**src/rtl/alu_iterative_pkg.sv**
```systemverilog
// Shared ALU control codes, FSM state encoding and default sizing for the iterative ALU.
package alu_iterative_pkg;

    localparam int ALU_WIDTH = 32;
    localparam int ALU_CNT_W = 6;

    localparam logic [2:0] ALU_AND = 3'b000;
    localparam logic [2:0] ALU_OR  = 3'b001;
    localparam logic [2:0] ALU_ADD = 3'b010;
    localparam logic [2:0] ALU_SUB = 3'b110;
    localparam logic [2:0] ALU_SLT = 3'b111;
    localparam logic [2:0] ALU_MUL = 3'b100;

    typedef enum logic {
        ST_IDLE = 1'b0,
        ST_MUL  = 1'b1
    } state_e;

endpackage

```
**src/rtl/alu_iterative_if.sv**
```systemverilog
// Operand/control request and result bundle between the ID/EX stage and the ALU.
interface alu_iterative_if #(
    parameter int WIDTH = 32
);
    logic             valid;
    logic [2:0]       alu_ctrl;
    logic [WIDTH-1:0] data1;
    logic [WIDTH-1:0] data2;
    logic [WIDTH-1:0] data;
    logic             zero;
    logic             done;
    logic             busy;

    modport master (
        output valid, alu_ctrl, data1, data2,
        input  data, zero, done, busy
    );

    modport slave (
        input  valid, alu_ctrl, data1, data2,
        output data, zero, done, busy
    );
endinterface

```
**src/rtl/alu_iterative_mul_shift_add.sv**
```systemverilog
// Radix-2 shift-add multiplier core; one partial product per cycle while run is high.
module mul_shift_add #(
    parameter int WIDTH = 32,
    parameter int CNT_W = 6
) (
    input  logic             clk,
    input  logic             rst,
    input  logic             start,
    input  logic             run,
    input  logic [WIDTH-1:0] a,
    input  logic [WIDTH-1:0] b,
    output logic [WIDTH-1:0] acc_next,
    output logic             last
);
    logic [WIDTH-1:0] mcand;
    logic [WIDTH-1:0] mplier;
    logic [WIDTH-1:0] acc;
    logic [CNT_W-1:0] count;

    // acc_next is what acc becomes on this edge, so the top can capture the final product directly
    assign acc_next = mplier[0] ? acc + mcand : acc;
    assign last     = (count == CNT_W'(WIDTH - 1));

    always_ff @(posedge clk) begin
        if (rst) begin
            mcand  <= '0;
            mplier <= '0;
            acc    <= '0;
            count  <= '0;
        end else if (start) begin
            mcand  <= a;
            mplier <= b;
            acc    <= '0;
            count  <= '0;
        end else if (run) begin
            acc    <= acc_next;
            mcand  <= mcand << 1;
            mplier <= mplier >> 1;
            count  <= count + 1'b1;
        end
    end

endmodule

```
**src/rtl/alu_iterative.sv**
```systemverilog
// Execute-stage ALU: single-cycle logic/arith ops plus a multi-cycle multiply that stalls via busy.
module alu_iterative
    import alu_iterative_pkg::*;
#(
    parameter int WIDTH = ALU_WIDTH,
    parameter int CNT_W = ALU_CNT_W
) (
    input logic            clk,
    input logic            rst,
    alu_iterative_if.slave bus
);
    state_e           state;
    state_e           state_next;
    logic             accept;
    logic             is_mul;
    logic             mul_start;
    logic             mul_run;
    logic             mul_finish;
    logic             single_load;
    logic             busy;
    logic             mul_last;
    logic [WIDTH-1:0] mul_acc_next;
    logic [WIDTH-1:0] single_res;
    logic [WIDTH-1:0] data_q;
    logic             zero_q;
    logic             done_q;

    assign accept = bus.valid && (state == ST_IDLE);
    assign is_mul = (bus.alu_ctrl == ALU_MUL);

    always_ff @(posedge clk) begin
        if (rst) state <= ST_IDLE;
        else     state <= state_next;
    end

    always_comb begin
        state_next = state;
        case (state)
            ST_IDLE: if (accept && is_mul) state_next = ST_MUL;
            ST_MUL:  if (mul_last)         state_next = ST_IDLE;
            default: state_next = ST_IDLE;
        endcase
    end

    always_comb begin
        busy        = (state == ST_MUL);
        mul_run     = (state == ST_MUL);
        mul_start   = accept && is_mul;
        single_load = accept && !is_mul;
        mul_finish  = (state == ST_MUL) && mul_last;
    end

    // True signed compare for SLT; the sign of A-B is wrong when the subtraction overflows
    always_comb begin
        single_res = '0;
        case (bus.alu_ctrl)
            ALU_AND: single_res = bus.data1 & bus.data2;
            ALU_OR:  single_res = bus.data1 | bus.data2;
            ALU_ADD: single_res = bus.data1 + bus.data2;
            ALU_SUB: single_res = bus.data1 - bus.data2;
            ALU_SLT: single_res = {{(WIDTH-1){1'b0}}, ($signed(bus.data1) < $signed(bus.data2))};
            default: single_res = '0;
        endcase
    end

    mul_shift_add #(
        .WIDTH (WIDTH),
        .CNT_W (CNT_W)
    ) u_mul (
        .clk      (clk),
        .rst      (rst),
        .start    (mul_start),
        .run      (mul_run),
        .a        (bus.data1),
        .b        (bus.data2),
        .acc_next (mul_acc_next),
        .last     (mul_last)
    );

    always_ff @(posedge clk) begin
        if (rst) begin
            data_q <= '0;
            zero_q <= 1'b1;
            done_q <= 1'b0;
        end else begin
            done_q <= 1'b0;
            if (single_load) begin
                data_q <= single_res;
                zero_q <= (single_res == '0);
                done_q <= 1'b1;
            end else if (mul_finish) begin
                data_q <= mul_acc_next;
                zero_q <= (mul_acc_next == '0);
                done_q <= 1'b1;
            end
        end
    end

    assign bus.data = data_q;
    assign bus.zero = zero_q;
    assign bus.done = done_q;
    assign bus.busy = busy;

endmodule

```
**src/flat_wrapper.sv**
```systemverilog
// flat-port wrapper written by rule: the top's interface ports become plain ports
module alu_iterative_flat import alu_iterative_pkg::*;
#(
    parameter int WIDTH = ALU_WIDTH,
    parameter int CNT_W = ALU_CNT_W
)
  (clk, rst, bus_valid, bus_alu_ctrl, bus_data1, bus_data2, bus_data, bus_zero, bus_done, bus_busy);
  alu_iterative_if #(.WIDTH(WIDTH)) bus_i ();
  input logic clk;
  input logic rst;
  input wire logic [$bits(bus_i.valid)-1:0] bus_valid;
  input wire logic [$bits(bus_i.alu_ctrl)-1:0] bus_alu_ctrl;
  input wire logic [$bits(bus_i.data1)-1:0] bus_data1;
  input wire logic [$bits(bus_i.data2)-1:0] bus_data2;
  output wire logic [$bits(bus_i.data)-1:0] bus_data;
  output wire logic [$bits(bus_i.zero)-1:0] bus_zero;
  output wire logic [$bits(bus_i.done)-1:0] bus_done;
  output wire logic [$bits(bus_i.busy)-1:0] bus_busy;
  assign bus_i.valid = bus_valid;
  assign bus_i.alu_ctrl = bus_alu_ctrl;
  assign bus_i.data1 = bus_data1;
  assign bus_i.data2 = bus_data2;
  assign bus_data = bus_i.data;
  assign bus_zero = bus_i.zero;
  assign bus_done = bus_i.done;
  assign bus_busy = bus_i.busy;
  alu_iterative #(.WIDTH(WIDTH), .CNT_W(CNT_W)) u_core (.clk(clk), .rst(rst), .bus(bus_i));
endmodule
```
**config.mk**
```make
export PLATFORM = sky130hd
export DESIGN_NAME = alu_iterative_flat
export DESIGN_NICKNAME = d
export VERILOG_FILES = /design/src/rtl/alu_iterative_pkg.sv /design/src/rtl/alu_iterative_if.sv /design/src/rtl/alu_iterative_mul_shift_add.sv /design/src/rtl/alu_iterative.sv /design/src/flat_wrapper.sv
export SDC_FILE = /design/constraint.sdc
export NUM_CORES = 1
export LEC_CHECK = 0
export ABC_AREA = 1
export CAP_MARGIN = 0
export CORE_MARGIN = 2
export CORE_UTILIZATION = 40
export CTS_CLUSTER_DIAMETER = 200
export DETAILED_ROUTE_END_ITERATION = 16
export GPL_TIMING_DRIVEN = 0
export PLACE_DENSITY_LB_ADDON = 0.08
export REMOVE_ABC_BUFFERS = 1
export SETUP_SLACK_MARGIN = 0.2
export SKIP_LAST_GASP = 1
export SLEW_MARGIN = 20
export SYNTH_ARGS = -nofsm -noshare
export SYNTH_HDL_FRONTEND = slang
export SYNTH_SLANG_ARGS = --single-unit
```
**constraint.sdc**
```tcl
create_clock -name clk -period 4.7 [get_ports clk]
set_input_delay 0.705 -clock clk [delete_from_list [all_inputs] [get_ports clk]]
set_output_delay 0.705 -clock clk [all_outputs]
set_load 0.005 [all_outputs]
```
==> run_1/port_nets.png <==
Scale bar: 50 um.
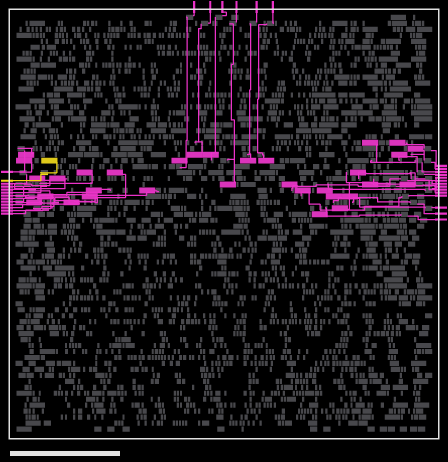
`bus_zero`: marked yellow, bits 1, direction output, edge west, end cells 1, buffers 1, wire 32.1 um. `bus_data`: marked magenta, bits 32, direction output, edge 14 east, 12 west, 6 north, end cells 32, buffers 32, wire 1570 um.

==> run_1/pdn.png <==
Scale bar: 50 um. Pins as bars on the die edge.
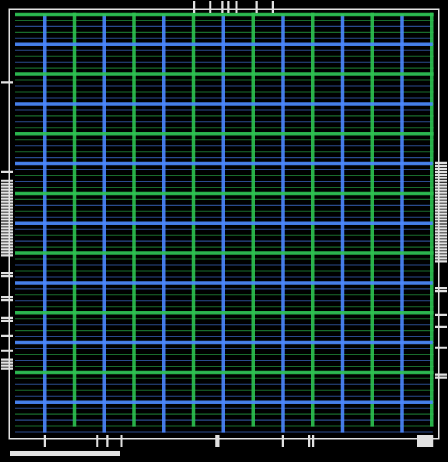
VDD: marked green. VSS: marked blue.
105 signal pins sit on the boundary. 14 straps on met4. 71 met1 rails follow the rows. 14 straps on met5.

==> flow_summary.json, run 1 <==
{
  "status": "complete, no violations",
  "placed_area_sq_um": 16100,
  "vias_per_cell": 5.17,
  "skew_ps": 21.0,
  "end_kind": "flop",
  "wl_per_cell_um": 18.1,
  "r2r-start": "u_core.bus.busy",
  "cts_root_buf": "clkbuf_16",
  "critPathBufInv": 3,
  "cp_cell_sequence": "clkdlybuf4s50_1 > inv_1 > ha_1 > o21ai_0 > nor2_1 > nand2_1 > inv_1 > nand2_1 > nand2_1 > nand3_1 > nand2_1 > a21oi_1 > nand3_1 > nor2_1 > nand3_1 > nand2_1 > nand2_1 > nand2_1",
  "netlist_area_sq_um": 14600,
  "vias": 16300,
  "post-route-drc-count": 0,
  "pwr-share-seq_pct": 32.4,
  "chipArea_sq_um": 38100,
  "maxPowerGroup": "clock",
  "grt_max_degree": 71,
  "common_cells": "875 x nand2_1, 477 x inv_1, 295 x nor2_1, 177 x nand3_1, 137 x dfxtp_1",
  "comb_area_sq_um": 9730,
  "whs_ps": 464,
  "grt_usage_pct": 29.8,
  "synth_warnings": 0,
  "n_antenna_cell": 0,
  "drtPass1Iterations": 7,
  "max_stage_delay_ps": 630,
  "top_cell_area_share_pct": 22.5,
  "rsz0062_at_grt": "no",
  "setup_viol": 0,
  "final-hold-violation-count": 0,
  "p_clk_share_pct": 37.8,
  "h-tree-depth": 4,
  "hold_end": "u_core.u_mul.count[5]",
  "synth_chip_area_sq_um": 14600,
  "first_iter_violations": 1171,
  "die_h_um": 195,
  "fp_util_pct": 40.3,
  "synthFlopType": "dfxtp_1"
}
==> run_1/cell_classes.png <==
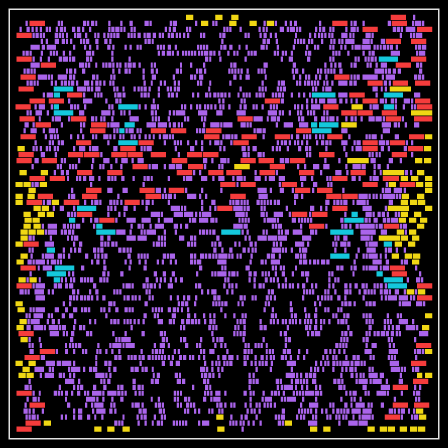
all other logic: marked purple, cells 2407. flops: marked red, cells 137. other buffers and delay cells: marked yellow, cells 113. clock drivers and dummy loads: marked cyan, cells 32.

-- run 1: cell usage in the layout (no fill, tap or decap), types with 33 or more instances in the layout --
| master | count |
|---|---|
| ha_1 | 131 |
| a221oi_1 | 33 |
| dfxtp_1 | 135 |
| inv_1 | 475 |
| o21ai_0 | 79 |
| a21oi_1 | 98 |
| a31oi_1 | 55 |
| clkdlybuf4s50_1 | 103 |
| nand3_1 | 176 |
| nor2_1 | 292 |
| nand2_1 | 874 |
-- run 1: per-stage QoR --
step / instances / setup TNS, ps / utilization (%) / setup WS [ps]
finish: 3157 / 0 / 46.2 / 723
global route: 3157 / 0 / 46.2 / 439
CTS: 3157 / 0 / 46.2 / 725
detailed placement: 3125 / 0 / 44.5 / 255
global placement: 3116 / -509480 / 43.8 / -5080
floorplan: 2544 / -56600 / - / -920
-- run 1: cell families after synthesis --
logic type      share of synthesized area, %
compound gates                          13.6
simple gates                            40.3
flops                                   18.8
buf+inv                                 14.9
xor+xnor                               0.719
mux                                    0.137
fa+ha+maj                               11.6
-- run 1: area by class of cell --
cell class | instances | share of cell area [%]
Multi-Input combinational cell | 1922 | 58.1
Sequential cell | 137 | 16.4
Inverter | 485 | 10.9
Timing Repair Buffer | 113 | 7.51
Tap cell | 468 | 3.49
Clock buffer | 19 | 2.70
Clock inverter | 13 | 0.948
-- run 1: sequential cells by signal, summed over array words and instances, names as in the netlist --
signal and cells:
u_core.bus.data 32, u_core.u_mul.acc 32, u_core.u_mul.mcand 32, u_core.u_mul.mplier 32, u_core.u_mul.count 6, u_core.bus.busy 1, u_core.bus.done 1, u_core.bus.zero 1
-- run 1: layer usage --
metal  share of wire, %  track usage (%)
met2                 43             48.1
met3                5.2             3.66
met4                3.6             11.1
met5                  0                0
met1                 48             40.7
==> run_1/density.png <==
Scale bar: 50 um. The die is cut into 20 by 20 equal tiles; black is low, pale yellow is high, 0 to 100% covered.
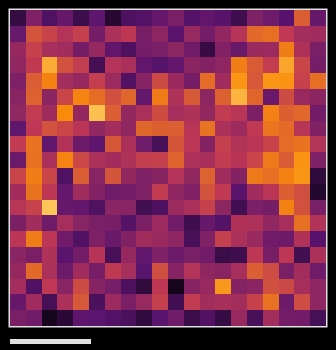

--- run 2 (diff from run 1) ---
==> constraint.sdc (replaced) <==
create_clock -name clk -period 3.7 [get_ports clk]
set_input_delay 0.555 -clock clk [delete_from_list [all_inputs] [get_ports clk]]
set_output_delay 0.555 -clock clk [all_outputs]
set_load 0.005 [all_outputs]
==> run_2/density.png <==
Scale bar: 50 um. The die is cut into 20 by 20 equal tiles; black is low, pale yellow is high, 0 to 100% covered.
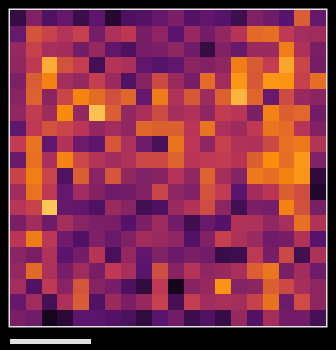
The mean over all tiles is 43%. 2.8% of the tiles are over 75% full. The fullest tile reaches 88%.

==> run_2/cell_classes.png <==
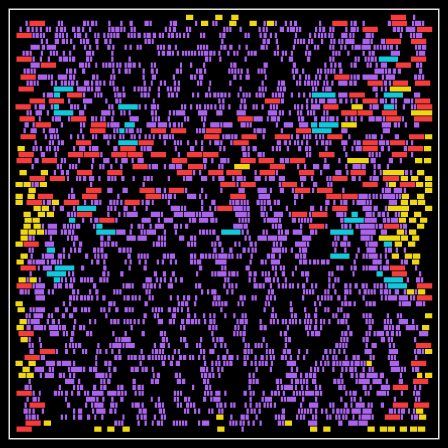
clock drivers and dummy loads: marked cyan, cells 32. all other logic: marked purple, cells 2408. other buffers and delay cells: marked yellow, cells 114. flops: marked red, cells 137.

==> run_2/pdn.png <==
Scale bar: 50 um. Pins as bars on the die edge.
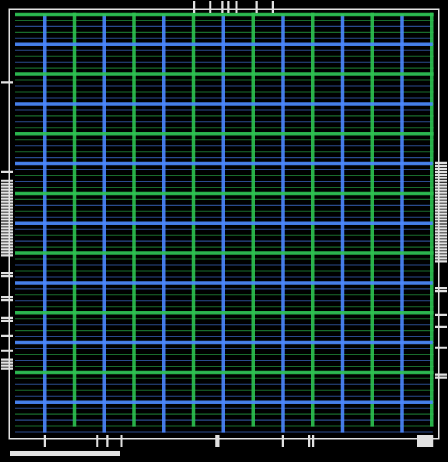
VSS: marked blue. VDD: marked green.
14 straps on met5. The core has 70 rows. 14 straps on met4. 105 signal pins sit on the boundary.

==> flow_summary.json, run 2 <==
{
  "fin_ws_ps": 294,
  "warnings": 92,
  "vias": 16300,
  "dp.cells": 3125,
  "comb_cells": 1923,
  "rsz0062_at_grt": "no",
  "utilization_pct": 46.5,
  "buffers": 114,
  "grt_usage_pct": 29.8,
  "timing.final.crit_period_ps": 3410,
  "netlist_area_sq_um": 14600,
  "yosysSeqAreaShare_pct": 18.8,
  "end_kind": "flop",
  "ant_nets": 0,
  "p_clk_share_pct": 37.5,
  "avgSynthCellArea_sq_um": 5.56,
  "comb_area_sq_um": 9820,
  "h-tree-depth": 4,
  "sh_seq_area_pct": 16.3,
  "top_cell_area_share_pct": 22.5,
  "hold_path.class": "flop to flop",
  "common_cells": "875 x nand2_1, 477 x inv_1, 295 x nor2_1, 177 x nand3_1, 137 x dfxtp_1",
  "drtPass1Iterations": 6,
  "n_antenna_cell": 0,
  "dominant-cell-class": "multi-input combinational cells",
  "antenna_found_initial": 0,
  "skew_ps": 13.7,
  "post-route-drc-count": 0,
  "fp_util_pct": 40.3,
  "taps": 468,
  "port_buffers": 104,
  "final-hold-violation-count": 0,
  "first_iter_violations": 1203,
  "pwr-share-seq_pct": 32.2,
  "cts_root_buf": "clkbuf_16",
  "layout.nonclk_buf_share_pct": 7.51,
  "tightest_slew_ps": 941,
  "whs_ps": 464,
  "internal_power_mw": 3.07,
  "post-place-ws_ps": -595,
  "fin_cells": 3159,
  "synth_chip_area_sq_um": 14600,
  "ys_cells": 2630,
  "die_h_um": 195,
  "syn_to_final_growth_pct": 15.4,
  "synth_warnings": 0,
  "placed_area_sq_um": 16100,
  "fin_setup_tns_ps": 0,
  "status": "complete, no violations",
  "chipArea_sq_um": 38100,
  "setup_viol": 0,
  "area_leaders": "nand2_1 22%, dfxtp_1 19%, inv_1 12%",
  "lay_top_count": "nand2_1",
  "clock_area_share_pct": 3.63,
  "vias_per_cell": 5.17,
  "wl_per_cell_um": 18.3,
  "critPathMaxFanout": 3,
  "n_all_inverters": 485,
  "maxCapViolCount": 0,
  "synthFlopType": "dfxtp_1",
  "comb_share_pct": 58.3,
  "finalCritPeriodShare_pct": 92.0,
  "most-common-layout-cells": "871 x nand2_1, 474 x inv_1, 287 x nor2_1, 174 x nand3_1, 135 x dfxtp_1",
  "synth-async-reset-ratio_pct": 0,
  "power.leakage_nw": 8.74,
  "nClkBuffers": 19,
  "design.seq.count": 137,
  "grt_max_degree": 71
}
==> run 2: cell counts after synthesis <==
Identical to the previous run, type by type.
==> run 2: worst max-delay path, stage by stage <==
cell and delay (ps):
clkdlybuf4s50_1 540, ha_1 220, inv_1 80, fa_1 470, inv_1 150, nand3_1 80
nand3_1 170, nand3_1 140, nand3_1 200, nand2_1 80, nand3_1 80, nand3_1 190
nor2_1 140, nand2_1 140, nor2_1 120, nand2_1 60, nor2_1 90, nand3_1 90
nand2_1 90, nand2_1 60, nand2_1 60
==> run 2: path summary, 6_finish.rpt <==
path	start	endpoint	slack, ps	cells after the start
worst max register to register	u_core.u_mul.mcand[0]	u_core.bus.zero	490	22
worst min-delay path	u_core.u_mul.count[5]	u_core.u_mul.count[5]	460	2
worst max-delay path	bus_data1[0]	u_core.bus.zero	290	21
worst min register to register	u_core.u_mul.count[5]	u_core.u_mul.count[5]	460	2
==> run 2: cell families (layout without fill, tap and decap cells) <==
kind of cell	count (synthesis)	count (layout)	share of synthesized area (%)
simple gates	1443	1443	40.3
buf+inv	571	631	14.9
compound gates	331	332	13.6
flops	137	137	18.8
fa+ha+maj	134	134	11.6
xor+xnor	12	12	0.719
mux	2	2	0.137
==> run 2: power by group through the flow <==
stage                     logic (mW)  registers [mW]  clock network [mW]
after floorplan                0.853            1.60                   0
after global placement          1.38            1.62                   0
after detailed placement        1.42            1.60                   0
after CTS                       1.43            1.57                1.86
after global routing            1.63            1.57                1.93
final                           1.47            1.57                1.83
==> run 2: timing repair <==
item                       4_1_cts  5_1_grt
setup endpoints to repair        2        2
gates resized                    6       25
buffers inserted                 0        1
cloned                           0        1
==> run 2: routing by layer <==
metal	GRT usage [%]	wire [um]	share of wire, %
met1	40.8	27800	48
met2	48.3	25200	44
met3	3.66	2910	5.0
met4	10.8	1900	3.3
met5	0	0	0
==> run_2/final_congestion.png <==
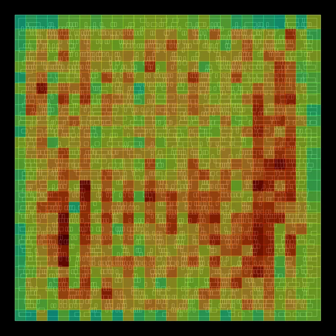

--- run 3 (diff from run 2) ---
--- a/config.mk
+++ b/config.mk
@@ -12,9 +12,9 @@
 export CTS_CLUSTER_DIAMETER = 200
 export DETAILED_ROUTE_END_ITERATION = 16
 export GPL_TIMING_DRIVEN = 0
+export HOLD_SLACK_MARGIN = 0.02
 export PLACE_DENSITY_LB_ADDON = 0.08
 export REMOVE_ABC_BUFFERS = 1
-export SETUP_SLACK_MARGIN = 0.2
 export SKIP_LAST_GASP = 1
 export SLEW_MARGIN = 20
 export SYNTH_ARGS = -nofsm -noshare
==> run_3/final_congestion.png <==
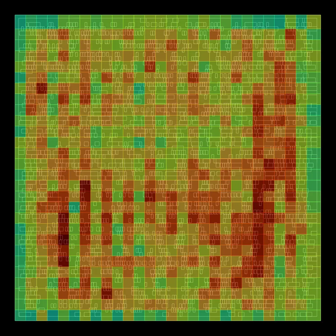
Most Crowded Layer GR: met2
met2 GRT Util: 47.9%
met1 GRT Util: 40.7%
GR Util met3: 3.64%
WL/cell: 18.2 um

==> run_3/cell_classes.png <==
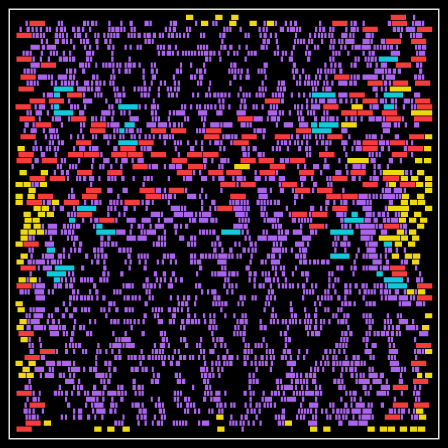
all other logic: marked purple, cells 2407. clock drivers and dummy loads: marked cyan, cells 32. flops: marked red, cells 137. other buffers and delay cells: marked yellow, cells 113.

==> flow_summary.json, run 3 <==
{
  "die_h_um": 195,
  "timing.final.crit_period_ps": 3510,
  "vias_per_cell": 5.16,
  "end_kind": "flop",
  "cts_root_buf": "clkbuf_16",
  "min_from": "u_core.u_mul.count[5]",
  "critPathMaxFanout": 25,
  "fin_setup_tns_ps": 0,
  "finalCritPeriodShare_pct": 94.8,
  "critPathTopFamily": "simple AND/OR/NAND/NOR gates",
  "dr.max_layer_used": "met4",
  "yosys.area_share.simple_pct": 40.3,
  "post-place-ws_ps": -595,
  "final-hold-violation-count": 0,
  "critPathBufInv": 3,
  "path_depth": 17,
  "synth_warnings": 0,
  "port_buffers": 104,
  "min_path_cells": 2,
  "synth.comb.largest_family": "simple AND/OR/NAND/NOR gates",
  "adder_share_pct": 11.6,
  "setup_viol": 0,
  "yosysSeqAreaShare_pct": 18.8,
  "m1WireLength_mm": 27.4,
  "tightest_slew_ps": 947,
  "status": "complete, no violations",
  "wl_met3_mm": 2.98,
  "antenna_found_initial": 0,
  "chipArea_sq_um": 38100,
  "r2r_cells": 15,
  "hold_path.class": "flop to flop",
  "syn_to_final_growth_pct": 14.8,
  "ys_cells": 2630,
  "comb_area_sq_um": 9750,
  "common_cells": "875 x nand2_1, 477 x inv_1, 295 x nor2_1, 177 x nand3_1, 137 x dfxtp_1",
  "avgSynthCellArea_sq_um": 5.56,
  "synthFlopType": "dfxtp_1",
  "cpMaxStageDelayCell": "clkdlybuf4s50_1",
  "power.leakage_nw": 8.74,
  "timing.rr.end": "u_core.bus.zero",
  "rrSetupSlack_ps": 380,
  "synth-async-reset-ratio_pct": 0,
  "whs_ps": 464,
  "h-tree-depth": 4,
  "cts_setup_buffers": 0,
  "area_leaders": "nand2_1 22%, dfxtp_1 19%, inv_1 12%",
  "first_iter_violations": 1191,
  "vias": 16300,
  "hold_end": "u_core.u_mul.count[5]",
  "synth_chip_area_sq_um": 14600,
  "relSlewSlack_pct": 36.8,
  "yosys.area_share.aoi_pct": 13.6,
  "netlist_area_sq_um": 14600,
  "post-route-drc-count": 0,
  "utilization_pct": 46.3,
  "drtPass1Iterations": 6
}
==> run_3/density.png <==
Scale bar: 50 um. The die is cut into 20 by 20 equal tiles; black is low, pale yellow is high, 0 to 100% covered.
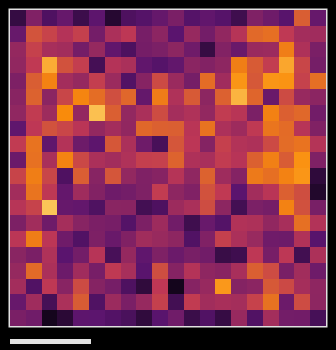
Init Core Util: 40.3%
area of the core: 36300 sq um

[run 3: final cells by class]
class	instances	share of cell area (%)
multi-input combinational	1922	58.1
inverter	485	10.9
sequential	137	16.4
clock inverter	13	0.947
timing repair buffer	113	7.50
tap	468	3.49
clock buffer	19	2.70
[run 3: worst min-delay path, cell delays in order, from the launching register on]
cell and delay [ps]:
dfxtp_1 310, inv_1 60, a21oi_1 50
[run 3: worst max-delay path by stage]
stage	from	to	slack, ps
4_1_cts	bus_data1[0]	u_core.bus.zero	30
2_1_floorplan	u_core.bus.busy	u_core.u_mul.mcand[10]	-1920
6_report	bus_alu_ctrl[2]	u_core.bus.zero	190
3_5_place_dp	bus_data2[15]	u_core.bus.zero	-600
3_3_place_gp	u_core.bus.busy	u_core.u_mul.mcand[28]	-6080
5_1_grt	bus_data1[21]	u_core.bus.zero	-5
[run 3: cells by family (layout without fill, tap and decap cells)]
logic type	Yosys count	in the layout
xor gates and xnor gates	12	12
AOI/OAI and AO/OA	331	331
and+or+nand+nor	1443	1443
DFF	137	137
buffers and inverters	571	630
muxes	2	2
adders and majority gates	134	134
[run 3: repair_timing]
action / CTS / global route
endpoints found under the setup margin: 1 / 1
cloned: 0 / 0
hold buffers: 0 / 0
resized: 2 / 6
[run 3: power breakdown]
| part | switching, mW | total, mW | internal (mW) |
|---|---|---|---|
| sequential | 0.0434 | 1.57 | 1.53 |
| combinational | 0.969 | 1.45 | 0.480 |
| clock | 0.780 | 1.83 | 1.05 |
[run 3: per-stage QoR]
step                cells  cell area (sq um)  power, mW
finish               3157              16800       4.85
global route         3157              16800       5.11
CTS                  3157              16800       4.86
detailed placement   3125              16100       3.03
global placement     3116              15900       3.00
floorplan            2544              14300       2.45
No activity file was given, so power comes from the tool's default toggle rates.
